Figure 1. Wiring by layer.
(4 px per um)
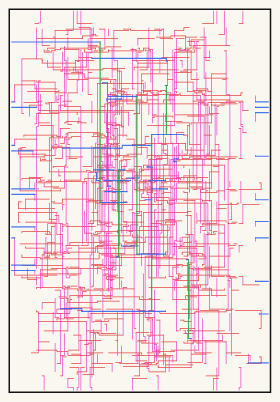
Figure 2. Sequential cells grouped by signal name.
(4 px per um) Other sequential cells in the stronger gray, the rest of the logic in the fainter gray.
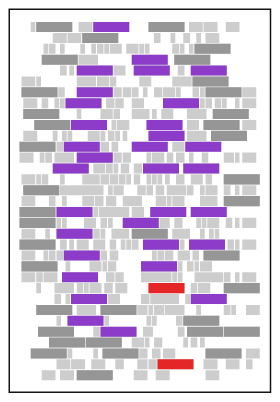
Design clk_period_meter, sky130hd; sources not shown.
==> flow.log <==
[flow] collecting metrics
INFO  metric outcome = completed
INFO  metric ys_seq_share = between 50% and 60%
INFO  metric path_cells = ha_1 -> nand2_1 -> or4_1 -> nor4_4 -> xnor2_1 -> a21oi_1
INFO  metric skew = 0.00740 ns
INFO  metric timing.max_cap.violations = 0
INFO  metric post_syn_nets = 304
INFO  metric synth.most_common_cell = dfrtp_1
INFO  metric critPathMaxStageDelay = 0.69 ns
INFO  metric netlist_instances = around 300
INFO  metric path_buffers = 0
INFO  metric library_cell_occupying_the_most_area_in_the_post_synthesis_netlist = dfrtp_1
INFO  metric place_hpwl = 4260 um
INFO  metric numSynthFlops = 71
INFO  metric worst_margin_pin_slew = between 0.7 and 0.8 ns
INFO  metric hp-class = flip-flop to flip-flop
INFO  metric path_delay_family = simple AND/OR/NAND/NOR gates
INFO  metric die.size.x = around 65 um
INFO  metric timing.final.crit_share = 86.8%
INFO  metric synth_area = 3060 um2
INFO  metric multi_input_comb_area = approximately 1200 um2
INFO  metric h-tree-depth = 3
INFO  metric portBuffers = 37
INFO  metric globalRouteOverflowTotal = 0
INFO  metric crit_arrival = 2.38 ns
INFO  metric io-pin-count = 39
INFO  metric worstSkewPairLatency = ~0.34 ns
INFO  metric first_global_vias = 2202
INFO  metric cts-resized-gates = 0
INFO  metric warnings = 26
INFO  metric clk_root_buffer_cell = clkbuf_8
INFO  metric clkSlewWorstSetupHoldPaths = 0.07 ns
INFO  metric finalPower = 2.77 mW
INFO  metric cts_sinks = ~71
INFO  metric dieArea = 6190 um2
INFO  metric antenna_violations_before_repair = 0
INFO  metric core_box_area = 5410 um2
INFO  metric antenna_cells_inserted = 0
INFO  metric enable_flop_cells = 0
INFO  metric accumulated_negative_setup_slack = 0 ns
INFO  metric firstDrtPassIters = 4
INFO  metric peak_freq = 461 MHz
INFO  metric ys.flop_type = dfrtp_1
INFO  metric final_hold_viol_count = 0
INFO  metric unrepaired_setup_endpoints_after_global_routing = no
INFO  metric r2r_slack = between 0.3 and 0.4 ns
INFO  metric criticalPathCategory = flip-flop to flip-flop
INFO  metric clock_tree.buffer_depth = 2
INFO  metric synth_chip_area = 3060 um2
INFO  metric fillers = 430
INFO  metric drv_slew = 0
INFO  metric rows = 33
INFO  metric synth.top_cells.by_area = dfrtp_1 (58%), nor2_1 (6.7%), xnor2_1 (4.6%), xor2_1 (4.0%), nand2_1 (3.6%)
INFO  metric max_slew_margin = a little under half
INFO  metric power.density = 745 nW/um2
INFO  metric yosysWarningCount = 0
INFO  metric worst_vdd_rail_ir_drop = 0.000655 V
INFO  metric area_delta_synth_final = 21.3%
INFO  metric ant_nets = 0
INFO  metric synth-cells-yosys = 299
INFO  metric synthTopCellsByCount = dfrtp_1 (71), nor2_1 (55), nand2_1 (29)
INFO  metric cts_inserted_buffers = 9
INFO  metric postSynth.asyncResetShare = 100%
INFO  metric finish.net_count = ~350
INFO  metric top_cell_type_s_share_of_synthesized_area = 58.0%
INFO  metric mean_number_of_vias_per_cell = 5.34
INFO  metric hold_path_depth = 0
INFO  metric ff2ff_path_depth = 6
INFO  metric leakage = between 1.5 and 2 nW
INFO  metric drt_iter0_markers = 131
INFO  metric synthesis.area_per_instance = 10.2 um2
INFO  metric worst-path-stages = 6
INFO  metric period_needed = about 2.2 ns
INFO  metric grt_max_degree = 34
INFO  metric setup.worst_path.end_class = flip-flop
INFO  metric detailroute.via_count = approximately 2200
INFO  metric setup.worst_path.start_class = flip-flop
INFO  metric worst-path-max-fanout = 6
INFO  metric die_y = 95.4 um
INFO  metric post_route_cells_drive_above_1_share = 8.12%
INFO  metric routability_congestion = 0.828
INFO  metric grt_pass1_wl = ~10000 um
INFO  metric floorplan.initialDensity = around 57%
INFO  metric tritoncts_clock_tree = built
INFO  metric crit_path_top_delay_cell = or4_1
INFO  metric setup-violations-final = 0
INFO  metric drc_errors = 0
INFO  metric worst-endpoint-required = around 2.7 ns
INFO  metric synth.distinct_cells = 36
Back to the opening pictures, Figure 1:
[met2] magenta | wire length: 3050 um
[met4] green | wire length: 203 um
[met3] blue | wire length: 244 um
[met1] red | wire length: 2510 um
WL/cell: 14.5 um
GRT Total Usage: 22.2%
wire length after detailed routing: 6010 um

Back to the opening pictures, Figure 2:
[cnt_q] purple | sequential cells: 32
[state_q] red | sequential cells: 2
not colored: 37
Seq. cell area: 1780 um2
flop share of the area: 47.8%
power consumed by sequential cells: 1.28 mW
final core area utilization: 68.7%

==> power by group <==
part           internal, mW  total (mW)  switching [mW]
clock network         0.504       0.897           0.393
logic                 0.185       0.588           0.403
registers              1.23        1.28          0.0477
total                  1.92        2.77           0.844
==> area by class of cell <==
cell class / instances / area share, %
flip-flops and latches: 71 / 47.8
multi-input cells: 210 / 32.0
clock inverters: 4 / 1.21
repair buffers: 44 / 12.0
well taps: 70 / 2.36
clock buffers: 11 / 4.08
inverters: 5 / 0.505
==> per-stage QoR <==
stage	utilization (%)	worst slack (ns)	hold slack [ns]	std cells	cell area, um2
global placement	64.8	0.295	0.333	399	3510
global route	68.7	0.174	0.362	415	3710
detailed placement	64.8	0.250	0.335	399	3510
floorplan	-	0.495	0.0794	299	3060
finish	68.7	0.331	0.349	415	3710
CTS	68.7	0.337	0.351	415	3710
==> layer usage <==
layer | share of wire, % | global-route usage [%]
met5 | 0 | 0
met4 | 3.4 | 12.4
met3 | 4.1 | 6.26
met2 | 51 | 36.1
met1 | 42 | 26.4
==> worst register-to-register path: cells and delay by family (launching register included) <==
family | cells | cell delay, ns
adder cells (fa/ha/maj) | 1 | 0.22
flip-flops | 1 | 0.39
XOR/XNOR | 1 | 0.20
AND/OR/NAND/NOR | 3 | 1.13
AND-OR/OR-AND | 1 | 0.11
==> cells in the final DEF (no fill, tap or decap), types with 5 or more instances in the layout <==
| master | instances |
|---|---|
| xor2_1 | 14 |
| nor4_1 | 8 |
| nand2_1 | 29 |
| nand3_1 | 11 |
| clkdlybuf4s50_1 | 36 |
| nor2_1 | 55 |
| dfrtp_1 | 71 |
| xnor2_1 | 16 |
| clkbuf_8 | 11 |
| nor3_1 | 6 |
| inv_1 | 5 |
| o21ai_0 | 16 |
| a21oi_1 | 17 |
| nand4_1 | 9 |
==> logic make-up after synthesis <==
family	Yosys count	synth area share, %
and+or+nand+nor	142	23.6
DFF	71	58.0
AOI/OAI and AO/OA	36	6.13
xor gates and xnor gates	30	8.58
buffers and inverters	18	3.15
adders and majority gates	1	0.409
other	1	0.122
==> what timing repair did <==
action	4_1_cts	5_1_grt
setup buffers	0	0
hold buffers	1	0
hold endpoints to repair	23	0
Power is estimated from default activity; no workload was simulated.
